<file path="config.mk">
export PLATFORM = sky130hd
export DESIGN_NAME = cordic_scheduler
export DESIGN_NICKNAME = d
export VERILOG_FILES = /design/src/rtl/cordic_sched_pkg.sv /design/src/rtl/cordic_rsp_fifo.sv /design/src/rtl/cordic_scheduler.sv
export SDC_FILE = /design/constraint.sdc
export NUM_CORES = 1
export LEC_CHECK = 0
export ABC_AREA = 1
export CORE_UTILIZATION = 45
export CTS_CLUSTER_SIZE = 8
export DETAILED_ROUTE_END_ITERATION = 16
export PLACE_DENSITY = 0.65
export SYNTH_ARGS = -nofsm -noshare
export SYNTH_HDL_FRONTEND = slang
export SYNTH_HIERARCHICAL = 1
export SYNTH_SLANG_ARGS = --single-unit
</file>
<file path="constraint.sdc">
create_clock -name clock -period 2.5 [get_ports clock]
set_input_delay 0.5 -clock clock [delete_from_list [all_inputs] [get_ports clock]]
set_output_delay 0.5 -clock clock [all_outputs]
set_load 0.05 [all_outputs]
</file>
<file path="src/rtl/cordic_sched_pkg.sv">
// Shared types and constants for the cosine CORDIC request scheduler.
package cordic_sched_pkg;

    localparam int CORDIC_PIPE_LAT = 17;
    localparam int CORDIC_WORD_W   = 32;

    typedef logic req_id_t;

    typedef enum logic {
        FLUSH,
        RUN
    } sched_state_t;

    typedef struct packed {
        logic    valid;
        req_id_t tag;
    } tag_slot_t;

endpackage

</file>
<file path="src/rtl/cordic_rsp_fifo.sv">
// First-word-fall-through response FIFO; head reads as zero while empty.
module cordic_rsp_fifo #(
    parameter int DEPTH = 4,
    parameter int WIDTH = 32
) (
    input  logic                     clock,
    input  logic                     aclr_n,
    input  logic                     push,
    input  logic [WIDTH-1:0]         push_data,
    input  logic                     pop,
    output logic [WIDTH-1:0]         pop_data,
    output logic [$clog2(DEPTH):0]   count,
    output logic                     empty
);

    localparam int PTR_W = $clog2(DEPTH);
    localparam logic [PTR_W:0] FULL_CNT = (PTR_W + 1)'(DEPTH);

    logic [WIDTH-1:0] mem [DEPTH];
    logic [PTR_W-1:0] wr_ptr;
    logic [PTR_W-1:0] rd_ptr;
    logic             do_pop;

    assign empty    = (count == '0);
    assign do_pop   = pop && !empty;
    assign pop_data = empty ? '0 : mem[rd_ptr];

    // NOTE: storage is deliberately not reset; clearing the pointers and count hides stale words.
    always_ff @(posedge clock) begin
        if (push) begin
            mem[wr_ptr] <= push_data;
        end
    end

    always_ff @(posedge clock or negedge aclr_n) begin
        if (!aclr_n) begin
            wr_ptr <= '0;
            rd_ptr <= '0;
            count  <= '0;
        end else begin
            if (push) begin
                wr_ptr <= wr_ptr + 1'b1;
            end
            if (do_pop) begin
                rd_ptr <= rd_ptr + 1'b1;
            end
            case ({push, do_pop})
                2'b10:   count <= count + 1'b1;
                2'b01:   count <= count - 1'b1;
                default: count <= count;
            endcase
        end
    end

    // Credits upstream make this unreachable; firing means the accounting is broken.
    no_overflow: assert property (@(posedge clock) disable iff (!aclr_n) !(push && count == FULL_CNT));

endmodule

</file>
<file path="src/rtl/cordic_scheduler.sv">
// Two-requester round-robin front-end for the fixed-latency cosine CORDIC pipeline,
// with per-requester response FIFOs protected by credit accounting.
module cordic_scheduler
    import cordic_sched_pkg::*;
#(
    parameter int PIPE_LAT   = CORDIC_PIPE_LAT,
    parameter int FIFO_DEPTH = 4
) (
    input  logic                     clock,
    input  logic                     aclr_n,
    input  logic                     req0_valid,
    output logic                     req0_ready,
    input  logic [CORDIC_WORD_W-1:0] req0_data,
    input  logic                     req1_valid,
    output logic                     req1_ready,
    input  logic [CORDIC_WORD_W-1:0] req1_data,
    output logic                     rsp0_valid,
    input  logic                     rsp0_ready,
    output logic [CORDIC_WORD_W-1:0] rsp0_data,
    output logic                     rsp1_valid,
    input  logic                     rsp1_ready,
    output logic [CORDIC_WORD_W-1:0] rsp1_data,
    output logic                     pipe_aclr,
    output logic                     pipe_clk_en,
    output logic [CORDIC_WORD_W-1:0] pipe_dataa,
    input  logic [CORDIC_WORD_W-1:0] pipe_result,
    output logic                     busy
);

    localparam int CNT_W = $clog2(FIFO_DEPTH) + 1;
    localparam logic [CNT_W:0] DEPTH_V = (CNT_W + 1)'(FIFO_DEPTH);

    sched_state_t             state;
    logic                     flush_cnt;
    logic [1:0]               req_valid;
    logic [1:0]               rsp_ready;
    logic [1:0]               eligible;
    logic [1:0]               fifo_push;
    logic [1:0]               fifo_pop;
    logic [1:0]               fifo_empty;
    logic [CORDIC_WORD_W-1:0] req_data   [2];
    logic [CORDIC_WORD_W-1:0] fifo_head  [2];
    logic [CNT_W-1:0]         fifo_count [2];
    logic [CNT_W-1:0]         inflight   [2];
    req_id_t                  grant;
    req_id_t                  last_grant;
    logic                     issue;
    tag_slot_t                slots [PIPE_LAT];

    assign req_valid   = {req1_valid, req0_valid};
    assign rsp_ready   = {rsp1_ready, rsp0_ready};
    assign req_data[0] = req0_data;
    assign req_data[1] = req1_data;

    // A slot is free only if neither the FIFO nor the pipeline already owns it.
    always_comb begin
        for (int i = 0; i < 2; i++) begin
            eligible[i]  = (state == RUN) && req_valid[i] &&
                           (({1'b0, fifo_count[i]} + {1'b0, inflight[i]}) < DEPTH_V);
            fifo_push[i] = slots[PIPE_LAT-1].valid && (slots[PIPE_LAT-1].tag == req_id_t'(i));
            fifo_pop[i]  = rsp_ready[i] && !fifo_empty[i];
        end
    end

    always_comb begin
        // NOTE: default assignment first so every path drives grant and no latch is inferred.
        grant = 1'b0;
        if (&eligible) begin
            grant = ~last_grant;
        end else if (eligible[1]) begin
            grant = 1'b1;
        end
    end

    assign issue      = |eligible;
    assign req0_ready = issue && !grant;
    assign req1_ready = issue && grant;
    assign pipe_dataa = issue ? req_data[grant] : '0;

    always_ff @(posedge clock or negedge aclr_n) begin
        if (!aclr_n) begin
            state       <= FLUSH;
            flush_cnt   <= 1'b0;
            pipe_aclr   <= 1'b1;
            pipe_clk_en <= 1'b0;
        end else begin
            case (state)
                FLUSH: begin
                    if (flush_cnt) begin
                        state       <= RUN;
                        pipe_aclr   <= 1'b0;
                        pipe_clk_en <= 1'b1;
                    end else begin
                        flush_cnt <= 1'b1;
                    end
                end
                RUN: begin
                    state <= RUN;
                end
                default: begin
                    state <= FLUSH;
                end
            endcase
        end
    end

    // Tag shadow of the pipeline; a stale valid after reset would push a phantom response.
    always_ff @(posedge clock or negedge aclr_n) begin
        if (!aclr_n) begin
            for (int k = 0; k < PIPE_LAT; k++) begin
                slots[k] <= '0;
            end
            for (int i = 0; i < 2; i++) begin
                inflight[i] <= '0;
            end
            last_grant <= 1'b1;
        end else if (state == RUN) begin
            slots[0] <= '{valid: issue, tag: grant};
            for (int k = 1; k < PIPE_LAT; k++) begin
                slots[k] <= slots[k-1];
            end
            for (int i = 0; i < 2; i++) begin
                inflight[i] <= inflight[i]
                             + CNT_W'(issue && (grant == req_id_t'(i)))
                             - CNT_W'(fifo_push[i]);
            end
            if (issue) begin
                last_grant <= grant;
            end
        end
    end

    for (genvar g = 0; g < 2; g++) begin : g_rsp
        cordic_rsp_fifo #(
            .DEPTH (FIFO_DEPTH),
            .WIDTH (CORDIC_WORD_W)
        ) u_fifo (
            .clock     (clock),
            .aclr_n    (aclr_n),
            .push      (fifo_push[g]),
            .push_data (pipe_result),
            .pop       (fifo_pop[g]),
            .pop_data  (fifo_head[g]),
            .count     (fifo_count[g]),
            .empty     (fifo_empty[g])
        );
    end

    assign rsp0_valid = !fifo_empty[0];
    assign rsp1_valid = !fifo_empty[1];
    assign rsp0_data  = fifo_head[0];
    assign rsp1_data  = fifo_head[1];
    assign busy       = (inflight[0] != '0) || (inflight[1] != '0) || !(&fifo_empty);

endmodule

</file>
==> deck_impl_summary.md, run 1 <==
Physical Implementation Snapshot

STA
  – Worst-Margin Slew: 0.7443 ns
  – Max Slew Vio Count: 0
  – Fin crit period: 2.668 ns
  – Part of the cycle the worst path needs: 106.7%
  – Hold WS: 0.1159 ns
  – Final hold viol count: 0
  – Worst Slack Setup Final: -0.1683 ns
  – Final Setup Violations: 34

GRT
  – Initial antenna violation count: 3
  – Vias in the first global route: 10.64k
  – Largest net degree at the start of global routing: 67
  – Global routing usage on met1: 25.16%
  – Grt ovf: 0

Clock network
  – CTS tree: yes
  – Hold buffer count at cts: 0
  – Clk slew on worst S/H paths: 0.05 ns
  – Clock tree buffer depth: 3
  – Post-CTS sizing: 77
  – Sink Count: 315
  – Root Buffer: clkbuf_16
  – Post-CTS setup buffers: 11

Drt
  – Residual DRC: 0
  – Wire per inst: 16.31 um
  – Met3 wire len: 2217 um
  – Post-route ant nets: 0
  – Metal1 wirelength: 13710 um
  – Drt first pass iters: 4
  – Iteration-0 DRC Markers: 539
  – Uppermost routed layer: met5

Final layout
  – Antenna Cells: 1
  – Sequential cell area share: 47.78%
  – Area-dominant class: sequential cells
  – ClkCell Share: 6.532%
  – Gate Area: 3978 um^2
  – Non-CTS buffers: 268
  – Layout Utilization: 62.10%
  – Share of layout cells above drive strength 1: 21.40%
  – Layout Nets: 1818
  – Logic inverters: 308
  – Most frequent logic cell in the layout: nand2_1
  – Non-clk buf share: 16.22%
  – Comb area share: 20.72%
  – Final instance area: 19190 um^2

Floorplan
  – Die Size: 32480 um^2
  – Core area: 30910 um^2
  – Fp_density: 46.24%
  – IO Count: 205

Yosys
  – Netlist Area Pre-Place: 14290 um^2
  – Syn_area_per_cell: 9.856 um^2
  – Synth cell count leaders: nand2_1, edfxtp_1, inv_1
  – Mux area share: 0%
  – Count of library flops with an enable pin: 256
  – Synthesized instance count: 1450
  – Cell type with the largest total area: edfxtp_1
  – Area leader share: 53.79%
  – XOR Share, Synth: 0.4903%
  – Ys flop type: edfxtp_1
  – Ao+oa area frac: 2.802%
  – YS warnings: 6
  – Netlist cell types: 31
  – Largest cells by area after synthesis: edfxtp_1, nand2_1, dfrtp_1, nand3_1, inv_1
  – Cell with the most instances after synthesis: nand2_1
  – Synth Seq Share: 64.14%

Power
  – Power Sequential: 6.85 mW
  – Pwr top: combinational cells
  – Final Power: 28.35 mW
  – Part of the power in the clock network: 19.1%
  – Sequential power share: 24.2%
  – Power Dens Cells: 1477 nW/um^2
  – Comb pwr share: 56.7%

Critical path
  – CP bufs+invs: 3
  – Crit path cell chain: ha_4 > nor2_4 > nand4_4 > nand2_4 > buf_8 > buf_12 > nand3_2 > nand2_2 > buf_12
  – CP Launch Type: flop
  – Slowest CP cell: dfrtp_1
  – Critical path peak fanout: 7
  – Flop-to-flop setup slack: 0.14 ns
  – Reg2reg start: inflight[1]
  – Critical Path RT: 2.00 ns
  – Crit path to: pipe_dataa[5]
  – R2r endpoint: inflight[5]

Placed design
  – Cells after DPL: 2024
  – Post-place setup slack: -0.05443 ns

Outcome
  – Outcome: finished with violations
  – Violated checks: setup timing

Job
  – OpenROAD warnings: 35
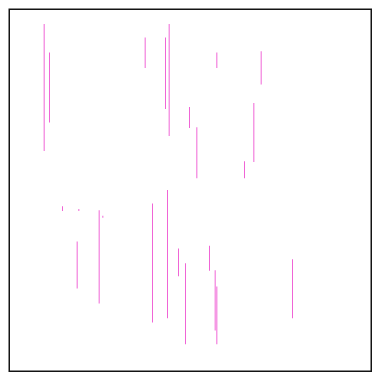
(run_1/m4.png)
Drawn at 2 px/um.
main direction = vertical
share of all routed wire = 1.9%
nets with wire on the layer = 16
wire length on this layer = 650 um
longest straight run = 63.9 um
Post-Route WL: 34360 um
vias: 10.33k

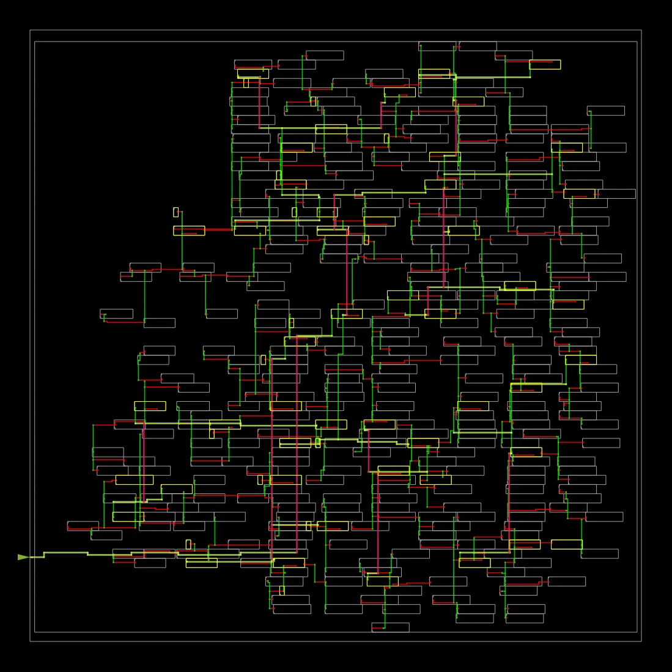
(run_1/clock_nets.png)
Final Skew: 0.01471 ns
Clk power: 5.42 mW
Seq Cell Count: 315

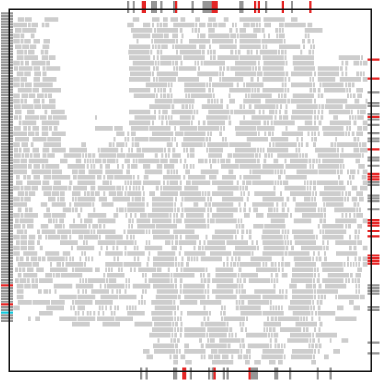
(run_1/pinout.png)
Drawn at 2 px/um. Pins as bars across the die edge, other pins in gray.
rsp0_data -> red  # pins 32, direction output, edge 16 east, 10 north, 4 south, 2 west
busy -> cyan  # pins 1, direction output, edge west
Die Y: 180.2 um
Die W: 180.2 um
port bufs: 204

==> run_1/gates.png <==
Drawn at 2 px/um.
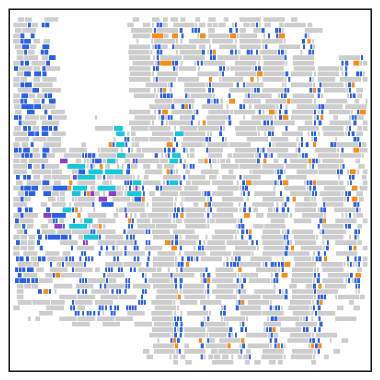

--- run 2 (diff from run 1) ---
Clock period 2.5 ns to 3 ns, I/O delays scaled along.
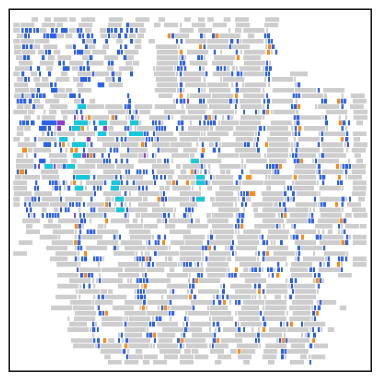
(run_2/gates.png)
Drawn at 2 px/um.
aoi and oai cells -> orange  # cells 79, where spread over the die
fa/ha/maj cells -> cyan  # cells 22
nor cells -> purple  # cells 12
nand cells -> blue  # cells 635, where spread over the die

==> deck_impl_summary.md, run 2 <==
Physical Implementation Snapshot

Yosys
  – Synth cell count leaders: nand2_1, edfxtp_1, inv_1
  – Largest cells by area after synthesis: edfxtp_1, nand2_1, dfrtp_1, nand3_1, inv_1
  – Mux area share: 0% (unchanged)
  – Netlist Area Pre-Place: 14290 um^2 (unchanged)
  – Netlist cell types: 31 (unchanged)
  – Area leader share: 53.79% (unchanged)
  – Cell with the most instances after synthesis: nand2_1
  – YS warnings: 6 (unchanged)
  – Ao+oa area frac: 2.802% (unchanged)
  – Syn_area_per_cell: 9.856 um^2 (unchanged)
  – Synth Seq Share: 64.14% (unchanged)
  – Ys flop type: edfxtp_1

GRT
  – Global routing usage on met1: 26.71% (+1.6 points)
  – Initial antenna violation count: 0 (-3)
  – Largest net degree at the start of global routing: 38 (-43%)
  – Vias in the first global route: 10.36k (-2.7%)

Final layout
  – Logic inverters: 308 (unchanged)
  – Seq Cell Count: 315 (unchanged)
  – ClkCell Share: 6.463% (-0.069 points)
  – Antenna Cells: 0 (-1)
  – Non-CTS buffers: 244 (-9.0%)
  – Layout Utilization: 61.50% (-0.59 points)
  – Gate Area: 3567 um^2 (-10%)
  – Most frequent logic cell in the layout: nand2_1
  – Sequential cell area share: 48.25% (+0.47 points)
  – Final instance area: 19010 um^2 (-0.95%)

Drt
  – Wire per inst: 16.21 um (-0.60%)
  – Post-Route WL: 33740 um (-1.8%)
  – Uppermost routed layer: met4
  – Metal1 wirelength: 14030 um (+2.3%)
  – Met3 wire len: 1907 um (-14%)
  – Residual DRC: 0 (unchanged)
  – Drt first pass iters: 5 (+1)

STA
  – Hold WS: 0.1562 ns (+0.04038 ns)
  – Worst Slack Setup Final: 0.1072 ns (+0.2755 ns)
  – Final hold viol count: 0 (unchanged)
  – Fin crit period: 2.893 ns
  – Worst-Margin Slew: 0.7618 ns (+0.01750 ns)
  – Max Slew Vio Count: 0 (unchanged)

Outcome
  – Outcome: completed

Clock network
  – Clk slew on worst S/H paths: 0.05 ns (about the same)
  – Post-CTS sizing: 4 (-95%)
  – Sink Count: 315 (unchanged)
  – CTS tree: yes
  – Root Buffer: clkbuf_16

Critical path
  – Reg2reg start: inflight[2]
  – Slowest CP cell: a21oi_1
  – Crit path cell chain: buf_8 > inv_2 > buf_12 > nand2_1 > nand3_1 > a21oi_1 > buf_12
  – Flop-to-flop setup slack: 0.54 ns (+0.40 ns)
  – R2r endpoint: inflight[2]
  – CP Launch Type: flop
  – Crit path to: rsp1_data[19]

Power
  – Final Power: 23.93 mW (-16%)
  – Power Dens Cells: 1259 nW/um^2 (-15%)
  – Comb pwr share: 57.7% (+1.0 points)
  – Pwr top: combinational cells
  – Power Sequential: 5.70 mW (-17%)
  – Clk power: 4.43 mW (-18%)

Placed design
  – Post-place setup slack: 0.1618 ns (+0.2162 ns)
  – Port bufs: 204 (unchanged)
  – Cells after DPL: 2019 (-0.25%)

Floorplan
  – IO Count: 205 (unchanged)
  – Die W: 180.2 um (unchanged)
  – Core area: 30910 um^2 (unchanged)

Job
  – OpenROAD warnings: 33 (-5.7%)
==> run_2/clock_nets.png <==
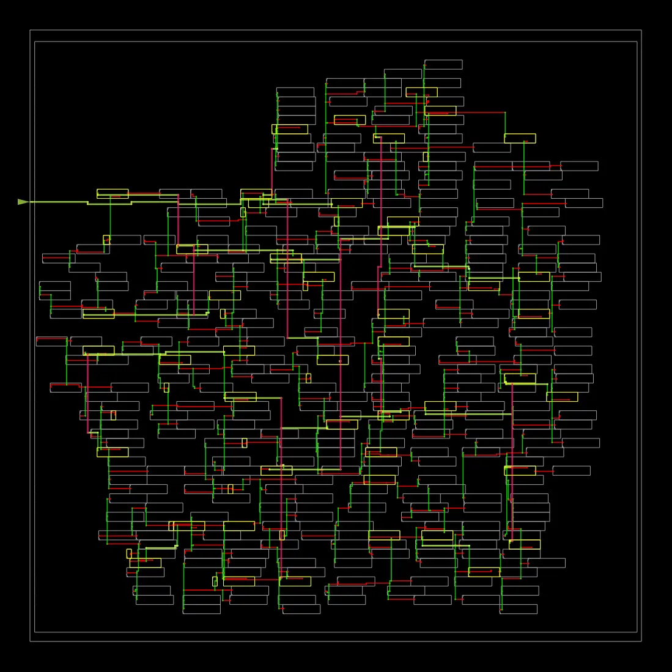

--- run 3 (diff from run 2) ---
Settings changed: CORE_UTILIZATION 45 to 44, PLACE_DENSITY 0.65 to 0.64, SKIP_CTS_REPAIR_TIMING set to 1.
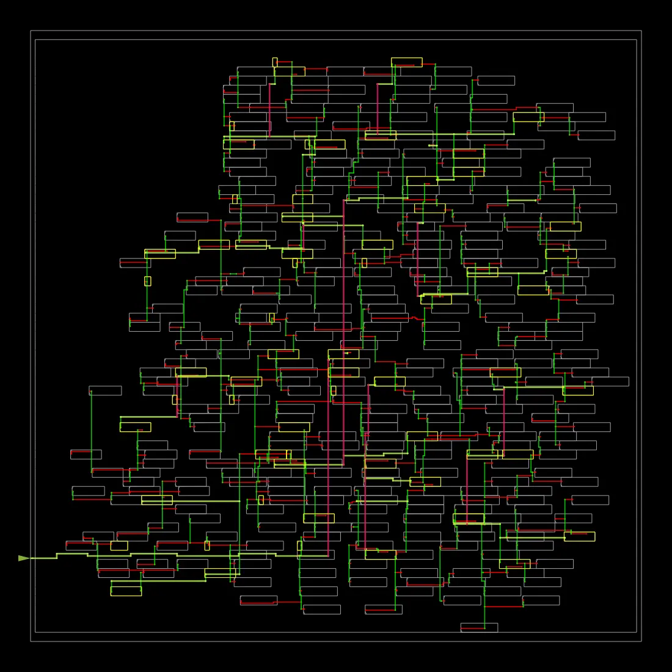
(run_3/clock_nets.png)
Final Skew: 0.02712 ns
Sink Count: 315
clock buffer count: 61

==> deck_impl_summary.md, run 3 <==
Physical Implementation Snapshot

Yosys
  – Ao+oa area frac: 2.802% (unchanged)
  – Mux area share: 0% (unchanged)
  – Cell with the most instances after synthesis: nand2_1
  – Synth Seq Share: 64.14% (unchanged)
  – Logic family by area: simple AND/OR/NAND/NOR gates
  – Netlist Area Pre-Place: 14290 um^2 (unchanged)
  – FA/HA/MAJ Cells, Area Fraction: 2.136%
  – XOR Share, Synth: 0.4903%
  – Largest cells by area after synthesis: edfxtp_1, nand2_1, dfrtp_1, nand3_1, inv_1
  – Ys flop type: edfxtp_1
  – Area leader share: 53.79% (unchanged)
  – YS warnings: 6 (unchanged)
  – Count of library flops with an enable pin: 256
  – Netlist cell types: 31 (unchanged)
  – Syn_area_per_cell: 9.856 um^2 (unchanged)
  – Synthesized instance count: 1450
  – Synth cell count leaders: nand2_1, edfxtp_1, inv_1

Final layout
  – Most frequent logic cell in the layout: nand2_1
  – Non-clk buf share: 16.26%
  – Layout Utilization: 58.92% (-2.6 points)
  – Non-CTS buffers: 235 (-3.7%)
  – Final instance area: 18690 um^2 (-1.7%)
  – Max FFs per register: 256
  – FF+latch area: 9173 um^2
  – Gate Area: 3558 um^2 (-0.25%)
  – Antenna Cells: 3 (+3)
  – ClkCell Share: 6.628% (+0.17 points)
  – Fillcell total: 2600
  – Most flops, register: g_rsp.u_fifo/mem
  – Seq Cell Count: 315 (unchanged)
  – Sequential cell area share: 49.08% (+0.83 points)
  – Top Registers: g_rsp.u_fifo/mem x256, slots x34
  – Logic inverters: 308 (unchanged)

Critical path
  – Crit path to: rsp1_data[14]
  – Crit path cell chain: inv_4 > buf_4 > nand2_1 > nand3_1 > a21oi_1 > buf_12
  – CP peak stage delay: 0.61 ns
  – Slowest CP cell: dfrtp_2
  – Reg2reg start: g_rsp[1].u_fifo/count[2]
  – Flop-to-flop setup slack: 0.61 ns (+0.07 ns)
  – R2r endpoint: inflight[2]
  – CP Launch Type: flop
  – Cell family with most CP delay: buffers and inverters
  – CP startpoint: g_rsp[1].u_fifo/rd_ptr[0]

Power
  – Power Dens Cells: 1237 nW/um^2 (-1.7%)
  – Clk power: 4.45 mW (about the same)
  – Power Sequential: 5.73 mW (about the same)
  – Final Power: 23.12 mW (-3.4%)
  – Net Switching: 10.01 mW
  – Pwr top: combinational cells
  – Sequential power share: 24.8%
  – Comb pwr share: 56.0% (-1.7 points)

Drt
  – Post-route ant nets: 0
  – Iteration-0 DRC Markers: 656
  – Post-Route WL: 33650 um (-0.28%)
  – Met3 wire len: 2368 um (+24%)
  – Metal1 wirelength: 13530 um (-3.6%)
  – Met2 routed WL: 17110 um
  – Wire per inst: 16.16 um (-0.28%)
  – Drt first pass iters: 5 (unchanged)
  – Residual DRC: 0 (unchanged)
  – Uppermost routed layer: met4

GRT
  – Vias in the first global route: 10.42k (+0.65%)
  – GR peak layer: met2
  – Largest net degree at the start of global routing: 53 (+39%)
  – Initial antenna violation count: 2 (+2)
  – First-pass GRT wire length: 53990 um
  – Global routing usage on met1: 24.54% (-2.2 points)

Floorplan
  – IO Count: 205 (unchanged)
  – Core area: 31720 um^2 (+2.6%)
  – Die Size: 33200 um^2
  – Die W: 182.2 um (+1.1%)

Placed design
  – Port bufs: 204 (unchanged)
  – Post-place setup slack: 0.1788 ns (+0.01694 ns)
  – GP Congestion: 0.8200
  – Cells after DPL: 2016 (-0.15%)

Clock network
  – Clk slew on worst S/H paths: 0.05 ns (about the same)
  – Clock tree buffer depth: 3
  – Htree depth: 2
  – CTS tree: yes
  – Root Buffer: clkbuf_16

STA
  – Worst Slack Setup Final: 0.09377 ns (-0.01344 ns)
  – Hold WS: 0.08494 ns (-0.07129 ns)
  – Setup TNS: 0 ns
  – Fin crit period: 2.906 ns (+0.01344 ns)
  – Max Slew Vio Count: 0 (unchanged)
  – Final hold viol count: 0 (unchanged)
  – Worst-Margin Slew: 0.9269 ns (+0.1650 ns)
  – Final Setup Violations: 0

Outcome
  – Outcome: completed

Job
  – OpenROAD warnings: 32 (-3.0%)
Power and IR drop assume default switching activity.
